==> src/rtl/registerfile_mp_if.sv <==
// registerfile_mp_if: decode/ALU-side bundle for registerfile_mp.
// The master drives addresses, write data and enables; the slave is the register file.
interface registerfile_mp_if #(
  parameter int DATA_W = 8,
  parameter int ADDR_W = 4
);
  logic [ADDR_W-1:0] rs_addr_i;
  logic [ADDR_W-1:0] rt_addr_i;
  logic [ADDR_W-1:0] rd_addr_i;
  logic              wen_i;
  logic [DATA_W-1:0] write_data_i;
  logic              oen_i;
  logic              overflow_i;
  logic              cnt_dec_i;
  logic [DATA_W-1:0] rs_val_o;
  logic [DATA_W-1:0] rt_val_o;
  logic [DATA_W-1:0] cnt_o;
  logic [DATA_W-1:0] cpsr_o;
  logic [DATA_W-1:0] ma_o;
  logic              overflow_o;
  logic              cnt_zero_o;

  modport master (
    output rs_addr_i, rt_addr_i, rd_addr_i,
    output wen_i, write_data_i,
    output oen_i, overflow_i, cnt_dec_i,
    input  rs_val_o, rt_val_o,
    input  cnt_o, cpsr_o, ma_o,
    input  overflow_o, cnt_zero_o
  );

  modport slave (
    input  rs_addr_i, rt_addr_i, rd_addr_i,
    input  wen_i, write_data_i,
    input  oen_i, overflow_i, cnt_dec_i,
    output rs_val_o, rt_val_o,
    output cnt_o, cpsr_o, ma_o,
    output overflow_o, cnt_zero_o
  );
endinterface

==> src/rtl/registerfile_mp.sv <==
// registerfile_mp: 2R/1W register file with hardwired 0/1, saturating loop counter and overflow flag.
// Optional write-through bypass on the read ports is enabled by defining REGFILE_BYPASS_EN.
module registerfile_mp #(
  parameter int DATA_W   = 8,
  parameter int ADDR_W   = 4,
  parameter int MA_REG   = 2,
  parameter int ZERO_REG = 6,
  parameter int ONE_REG  = 7,
  parameter int CNT_REG  = 9,
  parameter int CPSR_REG = 10
) (
  input  logic CLK,
  input  logic RST,
  registerfile_mp_if.slave bus
);

  localparam int DEPTH = 2 ** ADDR_W;

  localparam bit IDX_IN_RANGE =
    (MA_REG   >= 0) && (MA_REG   < DEPTH) &&
    (ZERO_REG >= 0) && (ZERO_REG < DEPTH) &&
    (ONE_REG  >= 0) && (ONE_REG  < DEPTH) &&
    (CNT_REG  >= 0) && (CNT_REG  < DEPTH) &&
    (CPSR_REG >= 0) && (CPSR_REG < DEPTH);

  localparam bit IDX_DISTINCT =
    (MA_REG   != ZERO_REG) && (MA_REG   != ONE_REG) &&
    (MA_REG   != CNT_REG)  && (MA_REG   != CPSR_REG) &&
    (ZERO_REG != ONE_REG)  && (ZERO_REG != CNT_REG) &&
    (ZERO_REG != CPSR_REG) && (ONE_REG  != CNT_REG) &&
    (ONE_REG  != CPSR_REG) && (CNT_REG  != CPSR_REG);

  // Reject overlapping or out-of-range special indices at elaboration.
  if (!(IDX_IN_RANGE && IDX_DISTINCT)) begin : g_param_err
    $error("registerfile_mp: special register indices must be distinct and < 2**ADDR_W");
  end

  localparam logic [ADDR_W-1:0] MA_IDX   = ADDR_W'(MA_REG);
  localparam logic [ADDR_W-1:0] ZERO_IDX = ADDR_W'(ZERO_REG);
  localparam logic [ADDR_W-1:0] ONE_IDX  = ADDR_W'(ONE_REG);
  localparam logic [ADDR_W-1:0] CNT_IDX  = ADDR_W'(CNT_REG);
  localparam logic [ADDR_W-1:0] CPSR_IDX = ADDR_W'(CPSR_REG);

  localparam logic [DATA_W-1:0] K_ZERO = '0;
  localparam logic [DATA_W-1:0] K_ONE  = DATA_W'(1);

  logic [DATA_W-1:0] rf [DEPTH];
  logic              ovf_q;

  logic              rd_hard;
  logic              wr_eff;
  logic              cnt_wr;
  logic [DATA_W-1:0] cnt_cur;
  logic              cnt_is_zero;
  logic              dec_eff;

  // Hardwired indices swallow writes; only real storage is updated.
  assign rd_hard = (bus.rd_addr_i == ZERO_IDX) ||
                   (bus.rd_addr_i == ONE_IDX);
  assign wr_eff  = bus.wen_i && !rd_hard;
  assign cnt_wr  = wr_eff && (bus.rd_addr_i == CNT_IDX);

  assign cnt_cur     = rf[CNT_IDX];
  assign cnt_is_zero = (cnt_cur == '0);

  // A write to the counter beats a decrement; a zero counter stays at zero.
  assign dec_eff = bus.cnt_dec_i && !cnt_wr && !cnt_is_zero;

  // Storage update: reset clears everything, else write port plus counter decrement.
  always_ff @(posedge CLK or posedge RST) begin
    if (RST) begin
      for (int i = 0; i < DEPTH; i++) begin
        rf[i] <= '0;
      end
    end else begin
      if (wr_eff) begin
        rf[bus.rd_addr_i] <= bus.write_data_i;
      end
      if (dec_eff) begin
        rf[CNT_IDX] <= cnt_cur - K_ONE;
      end
    end
  end

  // Overflow flag loads whenever enabled, independent of the write port.
  always_ff @(posedge CLK or posedge RST) begin
    if (RST) begin
      ovf_q <= 1'b0;
    end else if (bus.oen_i) begin
      ovf_q <= bus.overflow_i;
    end
  end

  logic rs_zero, rs_one, rs_byp;
  logic rt_zero, rt_one, rt_byp;

  assign rs_zero = (bus.rs_addr_i == ZERO_IDX);
  assign rs_one  = (bus.rs_addr_i == ONE_IDX);
  assign rt_zero = (bus.rt_addr_i == ZERO_IDX);
  assign rt_one  = (bus.rt_addr_i == ONE_IDX);

`ifdef REGFILE_BYPASS_EN
  // Write-through: a pending effective write is forwarded to a matching read.
  assign rs_byp = wr_eff && (bus.rs_addr_i == bus.rd_addr_i);
  assign rt_byp = wr_eff && (bus.rt_addr_i == bus.rd_addr_i);
`else
  assign rs_byp = 1'b0;
  assign rt_byp = 1'b0;
`endif

  // Read port A: constants, then bypass, then stored value.
  always_comb begin
    bus.rs_val_o = rf[bus.rs_addr_i];
    unique case (1'b1)
      rs_zero: bus.rs_val_o = K_ZERO;
      rs_one:  bus.rs_val_o = K_ONE;
      rs_byp:  bus.rs_val_o = bus.write_data_i;
      default: bus.rs_val_o = rf[bus.rs_addr_i];
    endcase
  end

  // Read port B: same selection as port A.
  always_comb begin
    bus.rt_val_o = rf[bus.rt_addr_i];
    unique case (1'b1)
      rt_zero: bus.rt_val_o = K_ZERO;
      rt_one:  bus.rt_val_o = K_ONE;
      rt_byp:  bus.rt_val_o = bus.write_data_i;
      default: bus.rt_val_o = rf[bus.rt_addr_i];
    endcase
  end

  // Taps and flags reflect stored state only, never the bypass.
  assign bus.cnt_o      = cnt_cur;
  assign bus.cpsr_o     = rf[CPSR_IDX];
  assign bus.ma_o       = rf[MA_IDX];
  assign bus.overflow_o = ovf_q;
  assign bus.cnt_zero_o = cnt_is_zero;

endmodule

==> src/flat_wrapper.sv <==
// flat-port wrapper written by rule: the top's interface ports become plain ports
module registerfile_mp_flat 
#(
  parameter int DATA_W   = 8,
  parameter int ADDR_W   = 4,
  parameter int MA_REG   = 2,
  parameter int ZERO_REG = 6,
  parameter int ONE_REG  = 7,
  parameter int CNT_REG  = 9,
  parameter int CPSR_REG = 10
)
  (CLK, RST, bus_rs_addr_i, bus_rt_addr_i, bus_rd_addr_i, bus_wen_i, bus_write_data_i, bus_oen_i, bus_overflow_i, bus_cnt_dec_i, bus_rs_val_o, bus_rt_val_o, bus_cnt_o, bus_cpsr_o, bus_ma_o, bus_overflow_o, bus_cnt_zero_o);
  registerfile_mp_if #(.DATA_W(DATA_W), .ADDR_W(ADDR_W)) bus_i ();
  input  logic CLK;
  input  logic RST;
  input wire logic [$bits(bus_i.rs_addr_i)-1:0] bus_rs_addr_i;
  input wire logic [$bits(bus_i.rt_addr_i)-1:0] bus_rt_addr_i;
  input wire logic [$bits(bus_i.rd_addr_i)-1:0] bus_rd_addr_i;
  input wire logic [$bits(bus_i.wen_i)-1:0] bus_wen_i;
  input wire logic [$bits(bus_i.write_data_i)-1:0] bus_write_data_i;
  input wire logic [$bits(bus_i.oen_i)-1:0] bus_oen_i;
  input wire logic [$bits(bus_i.overflow_i)-1:0] bus_overflow_i;
  input wire logic [$bits(bus_i.cnt_dec_i)-1:0] bus_cnt_dec_i;
  output wire logic [$bits(bus_i.rs_val_o)-1:0] bus_rs_val_o;
  output wire logic [$bits(bus_i.rt_val_o)-1:0] bus_rt_val_o;
  output wire logic [$bits(bus_i.cnt_o)-1:0] bus_cnt_o;
  output wire logic [$bits(bus_i.cpsr_o)-1:0] bus_cpsr_o;
  output wire logic [$bits(bus_i.ma_o)-1:0] bus_ma_o;
  output wire logic [$bits(bus_i.overflow_o)-1:0] bus_overflow_o;
  output wire logic [$bits(bus_i.cnt_zero_o)-1:0] bus_cnt_zero_o;
  assign bus_i.rs_addr_i = bus_rs_addr_i;
  assign bus_i.rt_addr_i = bus_rt_addr_i;
  assign bus_i.rd_addr_i = bus_rd_addr_i;
  assign bus_i.wen_i = bus_wen_i;
  assign bus_i.write_data_i = bus_write_data_i;
  assign bus_i.oen_i = bus_oen_i;
  assign bus_i.overflow_i = bus_overflow_i;
  assign bus_i.cnt_dec_i = bus_cnt_dec_i;
  assign bus_rs_val_o = bus_i.rs_val_o;
  assign bus_rt_val_o = bus_i.rt_val_o;
  assign bus_cnt_o = bus_i.cnt_o;
  assign bus_cpsr_o = bus_i.cpsr_o;
  assign bus_ma_o = bus_i.ma_o;
  assign bus_overflow_o = bus_i.overflow_o;
  assign bus_cnt_zero_o = bus_i.cnt_zero_o;
  registerfile_mp #(.DATA_W(DATA_W), .ADDR_W(ADDR_W), .MA_REG(MA_REG), .ZERO_REG(ZERO_REG), .ONE_REG(ONE_REG), .CNT_REG(CNT_REG), .CPSR_REG(CPSR_REG)) u_core (.CLK(CLK), .RST(RST), .bus(bus_i));
endmodule
==> config.mk <==
export PLATFORM = sky130hd
export DESIGN_NAME = registerfile_mp_flat
export DESIGN_NICKNAME = d
export VERILOG_FILES = /design/src/rtl/registerfile_mp_if.sv /design/src/rtl/registerfile_mp.sv /design/src/flat_wrapper.sv
export SDC_FILE = /design/constraint.sdc
export NUM_CORES = 1
export LEC_CHECK = 0
export CAP_MARGIN = 10
export CORE_ASPECT_RATIO = 1.2
export CORE_MARGIN = 2
export CORE_UTILIZATION = 55
export CTS_CLUSTER_DIAMETER = 30
export DETAILED_ROUTE_END_ITERATION = 7
export GPL_TIMING_DRIVEN = 0
export PLACE_DENSITY = 0.79
export SETUP_SLACK_MARGIN = 0.05
export SYNTH_ARGS = -nofsm -noshare
export SYNTH_HDL_FRONTEND = slang
export SYNTH_SLANG_ARGS = --single-unit
==> constraint.sdc <==
create_clock -name CLK -period 5.8 [get_ports CLK]
set_input_delay 1.16 -clock CLK [delete_from_list [all_inputs] [get_ports CLK]]
set_output_delay 1.16 -clock CLK [all_outputs]
set_load 0.01 [all_outputs]
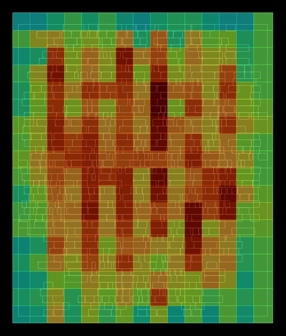
run_1/congestion_map.png
most used routing layer: met2
routed length per instance: 23.6 microns
core utilization of the finished layout: 68.4%
global-route met3 utilization: 7.12%

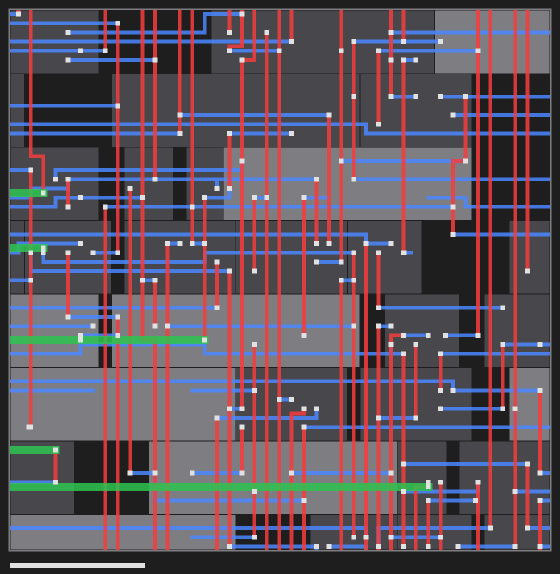
run_1/closeup.png
The bar under the picture is 5 microns long. Window x 68 to 88, y 83 to 103 microns. Cells in grey, sequential cells in the stronger grey; small squares are vias.
M2 -> red
M1 -> blue
M3 -> green
netlist names of flops here include = u_core.rf (4)
most frequent = mux2_2 (8), dfrtp_1 (4), a22oi_1 (2)
sequential cells in the window = 4
cells with their middle in the window = 21

==> summary.txt, run 1 <==
The run has ended; figures from its reports follow.

The number of antenna violations at the first check in global routing came out at 0. The dominant register cell in the synthesized netlist is sky130_fd_sc_hd__dfrtp_1. The placement report lists the number of port buffers as 57.

Among all stages on the critical path, the maximum delay recorded is 520 ps. TritonCTS built the clock tree. The sum of negative setup slack is 0 ps.

The timing startpoint of the critical path is bus_rt_addr_i[2]. The net switching share of the total power came out at 29.1%. The final-layout non-clock buffer area share came out at 12.4%. For this design, the sink count on the clock tree is 113.

The amount of wire on met3 after detailed routing is 1.07 mm. The post-route clock period utilization is 76.8%. The number of synthesized register bits is 113. The tally of clock buffers in the finished layout is 25. The category of the worst setup path capture point is a primary output. The global routing met1 resource utilization is 34.4%.

The clock period minus worst slack came out at 4450 ps. The power density of the placed cells came out at 387 nW/um^2. The adder-cell share of the synthesized area came out at 0.377%.

The number of cells on the worst reg-to-reg path came out at 6. Per report_power, the sequential group accounts for 38.7% of the total. In the post-synthesis netlist, the biggest area contributors are sky130_fd_sc_hd__dfrtp_1 43%, sky130_fd_sc_hd__mux2_2 16%, sky130_fd_sc_hd__mux4_2 16%.

Counting flops per register, the top entry is u_core.rf. Per the GRT congestion report, total overflow comes to 0. The core region is 11700 sq um. Per the timing report, the most critical flop-to-flop path originates at u_core.bus.cnt_o[1]. The pin count of the biggest net entering global routing came out at 70. Along the critical path, the tally of buffer and inverter instances is 3. The final timing report lists a max-slew violation count of 0. The H-tree depth is 4. Yosys reported that registers with async set or reset make up 100%.

After clock tree synthesis, the flow added hold-fix buffers numbering 0. The flow ran to the end, and the final reports show no timing, DRC or antenna violations. The routed length on met2 came out at 9.04 mm.
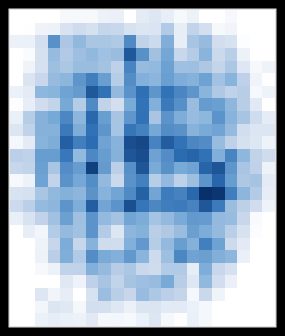
run_1/route_heat.png
The die is cut into 21 by 25 equal tiles; white is low, dark blue is high, scaled to the fullest tile. Values are wire area over tile area, all layers added.
tiles over half the peak = 25%
densest ninth of the die = middle
fullest tile = 0.67
mean over tiles = 0.22
nearly empty tiles = 14%
gr usage total: 28.6%
Total Wirelength: 17.6 mm
number of vias after detailed routing: 4770

run 1: cells in the mapped netlist, drive strengths merged (4+ instances only):
cell type / count
dfrtp: 113
and2: 11
a221oi: 5
buf: 47
inv: 10
xnor2: 5
nand2b: 4
mux2i: 6
mux4: 46
nand2: 24
a22oi: 11
o21ai: 19
clkbuf: 12
a211oi: 14
a21oi: 17
nand3b: 4
nor2: 12
mux2: 113
run 1: through the flow:
step / std cells / area, sq um / worst slack, ps / power, uW / utilization, %
floorplan: 499 / 6640 / 1650 / 1780 / -
global placement: 713 / 7410 / 48.4 / 2070 / 63.4
detailed placement: 714 / 7440 / 1420 / 2120 / 63.7
CTS: 745 / 7990 / 1330 / 3100 / 68.4
global route: 745 / 7990 / 1260 / 3240 / 68.4
finish: 745 / 7990 / 1350 / 3090 / 68.4
==> run 2, diff against run 1 <==
==> constraint.sdc (replaced) <==
create_clock -name CLK -period 4.3 [get_ports CLK]
set_input_delay 0.86 -clock CLK [delete_from_list [all_inputs] [get_ports CLK]]
set_output_delay 0.86 -clock CLK [all_outputs]
set_load 0.01 [all_outputs]
==> summary.txt, run 2 <==
The run has ended; figures from its reports follow.

The total grt overflow is 0. TritonCTS built the clock tree. Post-route period utilization is reported as 89.6%. The count of hold-fix buffers inserted at cts is 0.

The number of port buffers came out at 57. The number of cells in the design after placement came out at 714. The dominant register cell in the synthesized netlist is sky130_fd_sc_hd__dfrtp_1. The finished design was reported to have a net count of 604.

The power density of the placed cells came out at 523 nW/um^2. The placeable core area came out at 11700 sq um. After layout the signal buffers, clock cells excluded, come to 12.4% of cell area.

The cell area reported after detailed placement is 7440 sq um. The number of antenna violations at the first check in global routing came out at 0. The smallest clock period supported by the final layout is computed as 3850 ps. The routed wire length per instance came out at 23.6 microns. The final design utilization came out at 68.4%.

After routing, the total negative slack on setup checks comes to 0 ps. The hold-critical path endpoint is u_core.bus.overflow_o. The number of cells on the worst reg-to-reg path is 6. At the placement stage, the worst setup path has a slack of 515 ps. The pin count of the biggest net entering global routing is 70. The count of final hold-check violations is 0.

More flip-flops sit in one register than any other, and that register is u_core.rf. For reference, the critical path cell chain is buf_2, buf_2, mux4_2, and2_1, a211oi_1, a21oi_1, clkdlybuf4s50_1. The worst register-to-register path begins at u_core.bus.cnt_o[1]. The adder-cell share of the synthesized area is 0.377%. The commonest cells after synthesis are 113 x sky130_fd_sc_hd__dfrtp_1, 92 x sky130_fd_sc_hd__mux2_2, 46 x sky130_fd_sc_hd__mux4_2. The end-of-flow timing check tallies setup violations at 0. The total global-route track usage came out at 28.6%.

Summing internal, switching and leakage power gives 4170 uW. Counting every sink on the clock net gives 113. The worst setup path is captured at a primary output. The H-tree depth came out at 4. The non-filler instance count after layout came out at 745. Wire segments on met2 add up to 9.04 mm in the final route.

The largest cell class by area is combinational gates. The endpoint required time on the critical path came out at 3440 ps. The flow ran to the end, and the final reports show no timing, DRC or antenna violations. The timing startpoint of the critical path is bus_rt_addr_i[2]. The tally of clock buffers in the finished layout came out at 25. The cell area after layout came out at 7990 sq um. After layout, the worst setup slack is 447 ps.

The delay of the slowest cell on the worst path came out at 520 ps. The cell area after technology mapping came out at 6640 sq um. The number of buffers and inverters on the critical path is 3.
==> run 2: cell counts in the layout (fill, tap and decap cells not counted) <==
No cell type changed its count.
==> run 2: power breakdown <==
part	leakage (uW)	total [uW]	internal, uW	switching [uW]
logic	0.00169	1240	784	458
registers	0.00139	1620	1330	285
clock network	0.000277	1320	845	470
==> run 2: per-layer routing <==
| layer | GRT usage (%) | up-vias |
|---|---|---|
| li1 | - | 2019 |
| met1 | 34.4 | 2492 |
| met2 | 47.8 | 203 |
| met3 | 7.12 | 56 |
| met4 | 14.3 | 0 |
| met5 | 0 | - |
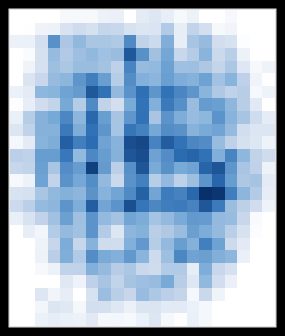
run_2/route_heat.png
The die is cut into 21 by 25 equal tiles; white is low, dark blue is high, scaled to the fullest tile. Values are wire area over tile area, all layers added.
tiles over half the peak = 25%
fullest tile = 0.67
nearly empty tiles = 14%
mean over tiles = 0.22

Power and IR drop assume default switching activity.
